[src/rtl/truth_table_pkg.sv]
// truth_table_pkg: shared state encoding and widths for the truth-table sequencer
package truth_table_pkg;
  localparam int ROWS = 16;
  localparam int CODE_W = 4;
  localparam int RESULT_W = 10;
  localparam logic [CODE_W-1:0] LAST_ROW = CODE_W'(ROWS - 1);
  typedef enum logic [2:0] {IDLE, DRIVE, SETTLE, EMIT, DONE} state_e;
endpackage

[src/rtl/settle_timer.sv]
// settle_timer: loadable 4-bit down-counter flagging when the settle window has elapsed
module settle_timer (
  input  logic       clk,
  input  logic       rst,
  input  logic       load_i,
  input  logic [3:0] cycles_i,
  output logic       expired_o
);
  logic [3:0] cnt_q, cnt_d;
  always_comb cnt_d = load_i ? cycles_i : (cnt_q != 4'd0 ? cnt_q - 4'd1 : cnt_q);
  always_ff @(posedge clk) cnt_q <= rst ? 4'd0 : cnt_d;
  assign expired_o = cnt_q == 4'd0;
endmodule

[src/rtl/truth_table_sequencer.sv]
// truth_table_sequencer: sweeps all 16 input codes, waits for the decoder to settle and streams each result row
module truth_table_sequencer
  import truth_table_pkg::*;
#(
  parameter int SETTLE_CYCLES = 2
) (
  input  logic                clk,
  input  logic                rst,
  input  logic                start,
  output logic                w,
  output logic                x,
  output logic                y,
  output logic                z,
  input  logic [RESULT_W-1:0] r_in,
  output logic                row_valid,
  input  logic                row_ready,
  output logic [CODE_W-1:0]   row_index,
  output logic [RESULT_W-1:0] row_data,
  output logic                busy,
  output logic                done,
  output logic [RESULT_W-1:0] checksum
);
  // Timer runs SETTLE_CYCLES-1 down to zero, so SETTLE exits on the cycle it sees expiry
  localparam logic [3:0] SETTLE_LOAD = SETTLE_CYCLES == 0 ? 4'd0 : 4'(SETTLE_CYCLES - 1);
  state_e state_q, state_d;
  logic [CODE_W-1:0] idx_q, idx_d, code_q, code_d, ridx_q, ridx_d;
  logic [RESULT_W-1:0] data_q, data_d, sum_q, sum_d;
  logic vld_q, vld_d, busy_q, done_q, load, expired;
  settle_timer u_timer (
    .clk      (clk),
    .rst      (rst),
    .load_i   (load),
    .cycles_i (SETTLE_LOAD),
    .expired_o(expired)
  );
  always_comb begin
    state_d = state_q;
    idx_d = idx_q;
    code_d = code_q;
    ridx_d = ridx_q;
    data_d = data_q;
    sum_d = sum_q;
    vld_d = vld_q;
    load = 1'b0;
    case (state_q)
      IDLE, DONE: if (start) begin
        state_d = DRIVE;
        idx_d = '0;
        code_d = '0;
        sum_d = '0;
      end
      DRIVE: begin
        load = 1'b1;
        state_d = SETTLE_CYCLES == 0 ? EMIT : SETTLE;
      end
      SETTLE: if (expired) state_d = EMIT;
      EMIT: if (row_ready) begin
        vld_d = 1'b0;
        sum_d = sum_q ^ data_q;
        state_d = idx_q == LAST_ROW ? DONE : DRIVE;
        idx_d = idx_q == LAST_ROW ? idx_q : idx_q + 1'b1;
        code_d = idx_d;
      end
      default: state_d = IDLE;
    endcase
    if (state_d == EMIT && state_q != EMIT) begin
      vld_d = 1'b1;
      data_d = r_in;
      ridx_d = idx_q;
    end
  end
  always_ff @(posedge clk) begin
    if (rst) begin
      state_q <= IDLE;
      idx_q <= '0;
      code_q <= '0;
      ridx_q <= '0;
      data_q <= '0;
      sum_q <= '0;
      vld_q <= 1'b0;
      busy_q <= 1'b0;
      done_q <= 1'b0;
    end else begin
      state_q <= state_d;
      idx_q <= idx_d;
      code_q <= code_d;
      ridx_q <= ridx_d;
      data_q <= data_d;
      sum_q <= sum_d;
      vld_q <= vld_d;
      busy_q <= state_d inside {DRIVE, SETTLE, EMIT};
      done_q <= state_d == DONE;
    end
  end
  assign {w, x, y, z} = code_q;
  assign row_valid = vld_q;
  assign row_index = ridx_q;
  assign row_data = data_q;
  assign busy = busy_q;
  assign done = done_q;
  assign checksum = sum_q;
endmodule

[config.mk]
export PLATFORM = sky130hd
export DESIGN_NAME = truth_table_sequencer
export DESIGN_NICKNAME = d
export VERILOG_FILES = /design/src/rtl/truth_table_pkg.sv /design/src/rtl/settle_timer.sv /design/src/rtl/truth_table_sequencer.sv
export SDC_FILE = /design/constraint.sdc
export NUM_CORES = 1
export LEC_CHECK = 0
export CORE_UTILIZATION = 53
export CTS_CLUSTER_SIZE = 40
export DETAILED_ROUTE_END_ITERATION = 8
export MAX_ROUTING_LAYER = met4
export PLACE_DENSITY = 0.94
export RECOVER_POWER = 25
export SLEW_MARGIN = 20
export SYNTH_ARGS = -nofsm -noshare
export SYNTH_HDL_FRONTEND = slang
export SYNTH_SLANG_ARGS = --single-unit
export TNS_END_PERCENT = 50
[constraint.sdc]
create_clock -name clk -period 2.78 [get_ports clk]
set_clock_uncertainty 0.05 [all_clocks]
set_input_delay 0.556 -clock clk [delete_from_list [all_inputs] [get_ports clk]]
set_output_delay 0.556 -clock clk [all_outputs]
set_load 0.01 [all_outputs]
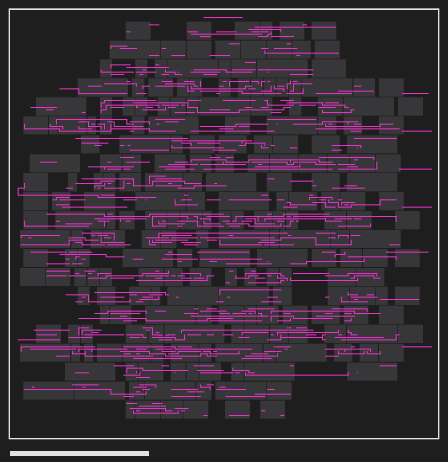
m1.png
Bar = 20 um.
share of all routed wire: 46%
longest straight run: 18.9 um
nets with wire on the layer: 223
wire length on this layer: 1,860 um

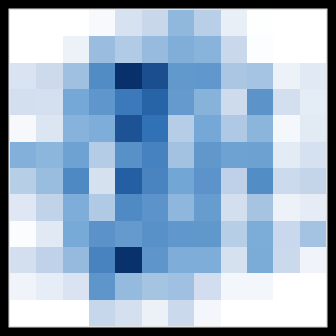
route_heat.png
12 x 12 tiles, from white (low) to dark blue (high), scaled to the fullest tile. Values are wire area over tile area, all layers added.
nearly empty tiles: 15%
densest ninth of the die: middle
fullest tile: 0.52
mean over tiles: 0.17

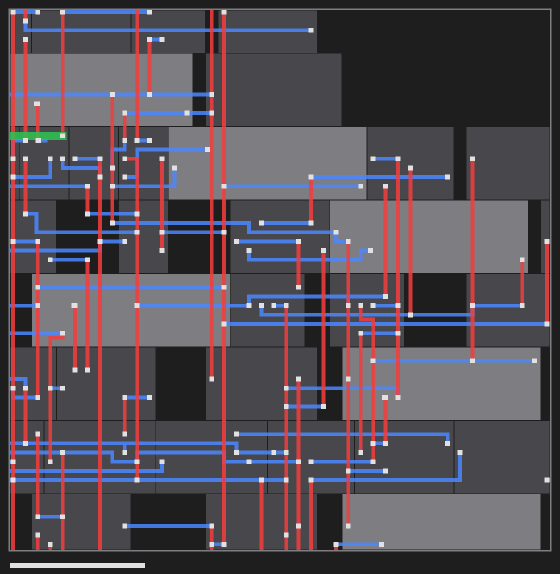
closeup.png
Bar = 5 um. Region (36, 36) to (56, 56) um. Cells in gray, sequential cells in the stronger gray; small squares are vias.
[green] M3
[red] M2
[blue] M1
netlist names of flops here include: `checksum` (4), `row_data` (2)
cells with their middle in the window: 31
most frequent: dfxtp_1 (6), clkdlybuf4s50_1 (5)
sequential cells in the window: 6

==> run notes <==
yosys + openroad results -> run status finished clean, sequential fraction of the synthesis area 0.406, number of nets in the layout 243, mux frac, synth 0.0595, Clock Latency Late Sink 0.35 ns, FF-to-FF path depth 6, number of buffers and inverters on the critical path 2, met3 wire length 175 um, fraction of the mapped netlist area in simple logic gates 0.263, via count of the routed design 1,563, CTS Root Cell sky130_fd_sc_hd__clkbuf_4, share of synthesized registers carrying an async set or reset 0, Hold Path Cell Cnt 2, finished layout cell area 0.00231 sq mm, yosys xor share 0.00935, final worst path period share 0.767, warnings from Yosys 0, aoi/oai-family share of the synthesized area 0.184, number of logic gates 134, number of cell rows 21, max-slew violations 0, gate family responsible for the most delay along the worst path simple AND/OR/NAND/NOR gates, number of sequential cells 38, worst setup path category reg -> reg, weighted congestion at the end of routability-driven global placement 0.761, Max-Cap Viols 0, area of the synthesized netlist per yosys stat 0.00187 sq mm, number of gates resized after CTS 0, top sig layer met4, wire per inst 14.8 um, residual antenna-violating net count after detailed routing 0, total core area 0.00336 sq mm, endpoint class of the critical path register, fraction of post-synthesis cell area in the top cell type by area 0.406, worst hold-check slack 0.438 ns, Clock Power 0.304 mW, count of filler cells inserted in the layout 285, most used flip-flop cell sky130_fd_sc_hd__dfxtp_1, ratio of total power to cell area 607 mW/mm^2, net switching fraction of the power 0.356, yosys stat cell total 190, count of flip-flops with a built-in enable after synthesis 0, peak clock frequency supported by timing 0.469 GHz, Clk pin slew, worst setup/hold paths 0.11 ns, Non-CTS inverters 2, Worst path max stage delay 0.82 ns, library cell with the highest instance count after synthesis sky130_fd_sc_hd__dfxtp_1, M3 GR Usage 0.0735, adder share 0.0134, count of final hold-check violations 0, hold path endpoint row_index[0], Min Clock Period, post-route 2.13 ns, CTS Sinks 38, critical register-to-register path startpoint u_timer.cnt_q[0], ant diodes 0, P_leak 0.785 nW, post-CTS setup buffers 0, commonest cells in the netlist 38 x sky130_fd_sc_hd__dfxtp_1, 17 x sky130_fd_sc_hd__a21oi_1, 15 x sky130_fd_sc_hd__nand3_1, 15 x sky130_fd_sc_hd__o21ai_1, 12 x sky130_fd_sc_hd__or3b_1, metal2 WL 1960 um, pin count of the biggest net entering global routing 46, Comb/total area 0.421, Rel. slew slack 0.338, number of cells on the critical path 6, post-route setup TNS 0 ns, Logic pwr share 0.327, net count after synthesis 206, area of the mapped netlist 0.00187 sq mm, initial antenna violation count 0, Signal buf overhead 0.196, FP Util 0.557, DP HPWL 2740 um, Switch Pwr 0.500 mW, First DRT Iteration DRCs 70, path category of the worst min-delay check reg -> reg, number of placed cells counting well taps 266, number of buffers inserted during clock tree synthesis 5, total tool warning count 26, post-placement setup slack 0.570 ns, Main power group registers, number of well-tap cells placed 46, final core occ 0.688, boundary pin count 45, sum of routed wire segments on met1 1860 um, number of library cell types mapped by synthesis 41, CP max-delay cell sky130_fd_sc_hd__nor3b_1, Clock power frac 0.216, total internal power 0.904 mW, capturing element of the worst setup path row_data[7], fin worst setup slack 0.647 ns, number of buffer cells added on primary ports 44, quantity of hold-fixing buffers added after cts 0, clock network contribution to total cell area 0.0260, grt ovf 0, vias in the first global route 1,369, Die Ht 61.4 um, commonest non-fill, non-tap cells in the layout 43 x sky130_fd_sc_hd__clkdlybuf4s50_1, 38 x sky130_fd_sc_hd__dfxtp_1, 17 x sky130_fd_sc_hd__a21oi_1, die x size 61.4 um, chip area 0.00378 sq mm, Area growth syn-to-layout 23.5%, final routed DRC violation total 0
Power figures rest on the tool's default switching activity, not on a simulated workload.
